### src/rtl/mem_arbiter.sv
// Two-port arbiter (instruction fetch + data) in front of a single 16-bit synchronous-write memory.
// Byte writes are done as read-modify-write because the memory has no byte enables.
module mem_arbiter (
  input  logic        clk,
  input  logic        rst_n,
  input  logic        if_req,
  input  logic [15:0] if_addr,
  output logic        if_ack,
  output logic [15:0] if_rdata,
  input  logic        d_req,
  input  logic        d_we,
  input  logic        d_byte,
  input  logic [15:0] d_addr,
  input  logic [15:0] d_wdata,
  output logic        d_ack,
  output logic [15:0] d_rdata,
  output logic [15:0] mem_address,
  output logic        mem_we,
  output logic [7:0]  mem_data_write_high,
  output logic [7:0]  mem_data_write_low,
  input  logic [7:0]  mem_data_read_high,
  input  logic [7:0]  mem_data_read_low
);

  typedef enum logic [1:0] {IDLE, RD, WR} state_t;

  localparam logic PORT_FETCH = 1'b0;
  localparam logic PORT_DATA  = 1'b1;

  state_t      state_q;
  logic        last_grant_q;
  logic        owner_q;
  logic        if_ack_q;
  logic        d_ack_q;
  logic [15:0] if_rdata_q;
  logic [15:0] d_rdata_q;
  logic [15:0] mem_address_q;
  logic        mem_we_q;
  logic [7:0]  wdata_high_q;
  logic [7:0]  wdata_low_q;

  logic        if_elig;
  logic        d_elig;
  logic        grant_data;
  logic        grant_fetch;
  logic [15:0] rd_word;
  logic [15:0] d_rdata_d;
  logic [15:0] merge_d;
  logic        unused_if_addr0;

  assign unused_if_addr0 = if_addr[0];

  // A port acknowledged this cycle sits out arbitration so a held req is not regranted.
  assign if_elig     = if_req && !if_ack_q;
  assign d_elig      = d_req && !d_ack_q;
  assign grant_data  = d_elig && (!if_elig || (last_grant_q == PORT_FETCH));
  assign grant_fetch = if_elig && !grant_data;

  assign rd_word   = {mem_data_read_high, mem_data_read_low};
  assign d_rdata_d = d_byte ? {8'h00, (d_addr[0] ? mem_data_read_high : mem_data_read_low)}
                            : rd_word;
  assign merge_d   = d_addr[0] ? {d_wdata[7:0], mem_data_read_low}
                               : {mem_data_read_high, d_wdata[7:0]};

  always_ff @(posedge clk or negedge rst_n) begin
    if (!rst_n) begin
      state_q       <= IDLE;
      last_grant_q  <= PORT_FETCH;
      owner_q       <= PORT_FETCH;
      if_ack_q      <= 1'b0;
      d_ack_q       <= 1'b0;
      if_rdata_q    <= 16'h0000;
      d_rdata_q     <= 16'h0000;
      mem_address_q <= 16'h0000;
      mem_we_q      <= 1'b0;
      wdata_high_q  <= 8'h00;
      wdata_low_q   <= 8'h00;
    end else begin
      if_ack_q <= 1'b0;
      d_ack_q  <= 1'b0;
      case (state_q)
        IDLE: begin
          if (grant_data) begin
            mem_address_q <= {d_addr[15:1], 1'b0};
            owner_q       <= PORT_DATA;
            last_grant_q  <= PORT_DATA;
            if (d_we && !d_byte) begin
              wdata_high_q <= d_wdata[15:8];
              wdata_low_q  <= d_wdata[7:0];
              mem_we_q     <= 1'b1;
              state_q      <= WR;
            end else begin
              mem_we_q <= 1'b0;
              state_q  <= RD;
            end
          end else if (grant_fetch) begin
            mem_address_q <= {if_addr[15:1], 1'b0};
            owner_q       <= PORT_FETCH;
            last_grant_q  <= PORT_FETCH;
            mem_we_q      <= 1'b0;
            state_q       <= RD;
          end
        end
        RD: begin
          if (owner_q == PORT_FETCH) begin
            if_rdata_q <= rd_word;
            if_ack_q   <= 1'b1;
            state_q    <= IDLE;
          end else if (d_we) begin
            // Byte write: splice the new byte into the word just read.
            wdata_high_q <= merge_d[15:8];
            wdata_low_q  <= merge_d[7:0];
            mem_we_q     <= 1'b1;
            state_q      <= WR;
          end else begin
            d_rdata_q <= d_rdata_d;
            d_ack_q   <= 1'b1;
            state_q   <= IDLE;
          end
        end
        WR: begin
          mem_we_q <= 1'b0;
          d_ack_q  <= 1'b1;
          state_q  <= IDLE;
        end
        default: begin
          mem_we_q <= 1'b0;
          state_q  <= IDLE;
        end
      endcase
    end
  end

  assign if_ack              = if_ack_q;
  assign d_ack               = d_ack_q;
  assign if_rdata            = if_rdata_q;
  assign d_rdata             = d_rdata_q;
  assign mem_address         = mem_address_q;
  assign mem_we              = mem_we_q;
  assign mem_data_write_high = wdata_high_q;
  assign mem_data_write_low  = wdata_low_q;

endmodule

### config.mk
export PLATFORM = sky130hd
export DESIGN_NAME = mem_arbiter
export DESIGN_NICKNAME = d
export VERILOG_FILES = /design/src/rtl/mem_arbiter.sv
export SDC_FILE = /design/constraint.sdc
export NUM_CORES = 1
export LEC_CHECK = 0
export CORE_UTILIZATION = 25
export CTS_BUF_LIST = sky130_fd_sc_hd__clkbuf_4 sky130_fd_sc_hd__clkbuf_8
export CTS_CLUSTER_DIAMETER = 30
export DETAILED_ROUTE_END_ITERATION = 8
export PLACE_DENSITY = 0.53
export SYNTH_ARGS = -nofsm -noshare
export SYNTH_HDL_FRONTEND = slang
export SYNTH_SLANG_ARGS = --single-unit
### constraint.sdc
create_clock -name clk -period 2.5 [get_ports clk]
set_input_delay 0.5 -clock clk [delete_from_list [all_inputs] [get_ports clk]]
set_output_delay 0.5 -clock clk [all_outputs]
set_load 0.1 [all_outputs]
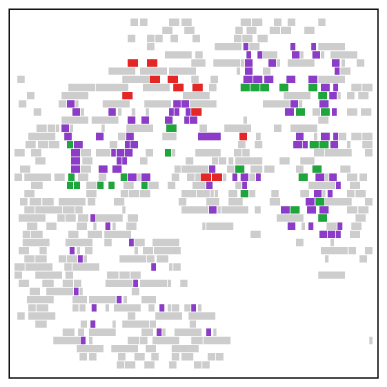
*Gate families picked out*
(3 px per um)
[AND-OR and OR-AND gates] red | cells: 11 | where: top centre
[AND and OR gates] green | cells: 27
[inverting AOI/OAI gates] purple | cells: 101
combinational fraction of the cell area: 0.320
most instantiated logic cell after routing: buf_4
count of non-filler cells in the finished layout: 662

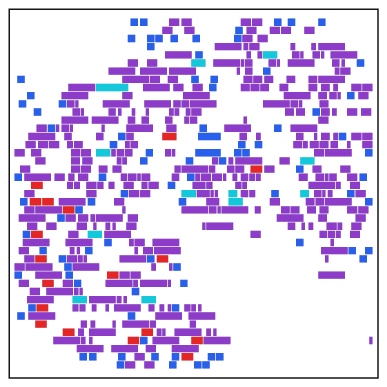
*Cell sizes after repair*
(3 px per um)
[drive 6 and up] cyan | cells: 12 | share: 2.5% | most used: clkbuf_8
[drive 2] red | cells: 18 | share: 3.7% | most used: mux2_2
[drive 3 to 4] blue | cells: 91 | share: 19% | most used: buf_4
[drive 1 or less] purple | cells: 361 | share: 75% | most used: dfrtp_1

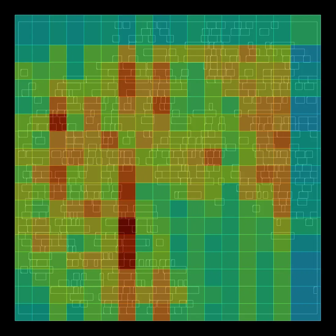
*Congestion heat map*
met1 Use GR: 0.194
met2 GRT Util: 0.242
met3 GRT Util: 0.0632
post-detailed-route wirelength per cell: 17.1 um

==> results_slide.txt <==
Run Summary

Status
  • Run status: complete, no violations

Synth
  • Synth cell types: 42
  • Chip Area, Yosys: 3620 um2
  • Count of instantiated cells in the yosys netlist: 347
  • Count of warnings emitted by yosys: 0
  • Count of library flops with an enable pin: 0
  • Post-Synthesis Cell Area: 3620 um2

Clock tree
  • CTS Buffer Depth: 2
  • Maximum level of the CTS H-tree: 3
  • Root Buffer: clkbuf_8
  • TritonCTS clock tree: built
  • Clk ins delay skew pair: 0.38 ns
  • Total setup buffers inserted after CTS: 0

GRT
  • Global-route wire length before repair: 17,400 um
  • Antenna violations before repair: 0
  • Remaining Overflow, GRT: 0

Cells and area
  • Layout cells sized above 1: 0.251
  • Top cells excl fill/tap: buf_4, dfrtp_1, clkdlybuf4s50_1
  • Final Core Density: 0.372

Routing
  • Wl on met1: 5070 um
  • Total wire length: 11,300 um

Worst setup path
  • Largest fanout on the critical path: 13
  • Slowest CP cell: a2111oi_0
  • Slowest stage delay, CP: 0.46 ns
  • Worst flop-to-flop path startpoint: state_q[1]

Timing
  • Final setup vio count: 0
  • Max frequency: 471 MHz
  • Setup WS post-layout: 0.375 ns

Floorplanning
  • FP Util: 0.259
  • Floorplan die height: 122 um

Job
  • Max cap viols: 0
[through the flow]
stage | std cells | area, um2
after floorplan | 347 | 3620
after global placement | 646 | 5000
after detailed placement | 646 | 5000
after CTS | 662 | 5200
after global routing | 662 | 5200
final | 662 | 5200
[final cells by class]
cell class | instances | area share
Clock buffer | 10 | 0.0252
Inverter | 21 | 0.0151
Multi-Input combinational cell | 224 | 0.320
Sequential cell | 69 | 0.332
Clock inverter | 6 | 0.0135
Tap cell | 180 | 0.0433
Timing Repair Buffer | 152 | 0.251
[state kept, by name, summed over array words and instances, names as in the netlist]
name                 cells
mem_data_write_low       8
if_ack                   1
state_q                  2
owner_q                  1
d_ack                    1
mem_we                   1
mem_data_write_high      8
d_rdata                 16
mem_address             15
if_rdata                16
[synth_stat cells (all sizes together), types with 2 or more instances]
master,number
a2111oi,8
a211oi,9
a21oi,2
a221oi,15
a22oi,23
a31oi,2
a32o,8
and3,8
and3b,16
buf,15
clkbuf,18
dfrtp,69
ha,3
inv,20
mux2,17
mux2i,17
nand2,19
nand2b,11
nand3,2
nand3b,2
nor2,8
nor2b,2
o21ai,40
[cells by family (layout without fill, tap and decap cells)]
logic type | count (synthesis) | after routing | share of synthesized area
AND-OR/OR-AND | 112 | 112 | 0.221
adder cells (fa/ha/maj) | 3 | 3 | 0.0104
buffers and inverters | 54 | 189 | 0.0642
flip-flops | 69 | 69 | 0.477
multiplexers | 34 | 34 | 0.101
other | 1 | 1 | 0.00103
AND/OR/NAND/NOR | 74 | 74 | 0.126
[worst min-delay path by stage]
stage | startpoint | endpoint | slack, ns | depth (start not counted)
2_1_floorplan | rst_n | d_ack | 0.20 | 0
3_3_place_gp | d_rdata[5] | d_rdata[5] | 0.47 | 2
3_5_place_dp | d_rdata[8] | d_rdata[8] | 0.48 | 2
4_1_cts | rst_n | d_rdata[3] | 0.30 | 1
5_1_grt | rst_n | if_rdata[1] | 0.33 | 1
6_report | rst_n | if_rdata[1] | 0.27 | 1
[per-layer routing]
metal	track usage	up-vias
li1	-	1548
met2	0.242	126
met3	0.0632	10
met4	0.0488	0
met5	0	-
met1	0.194	1556
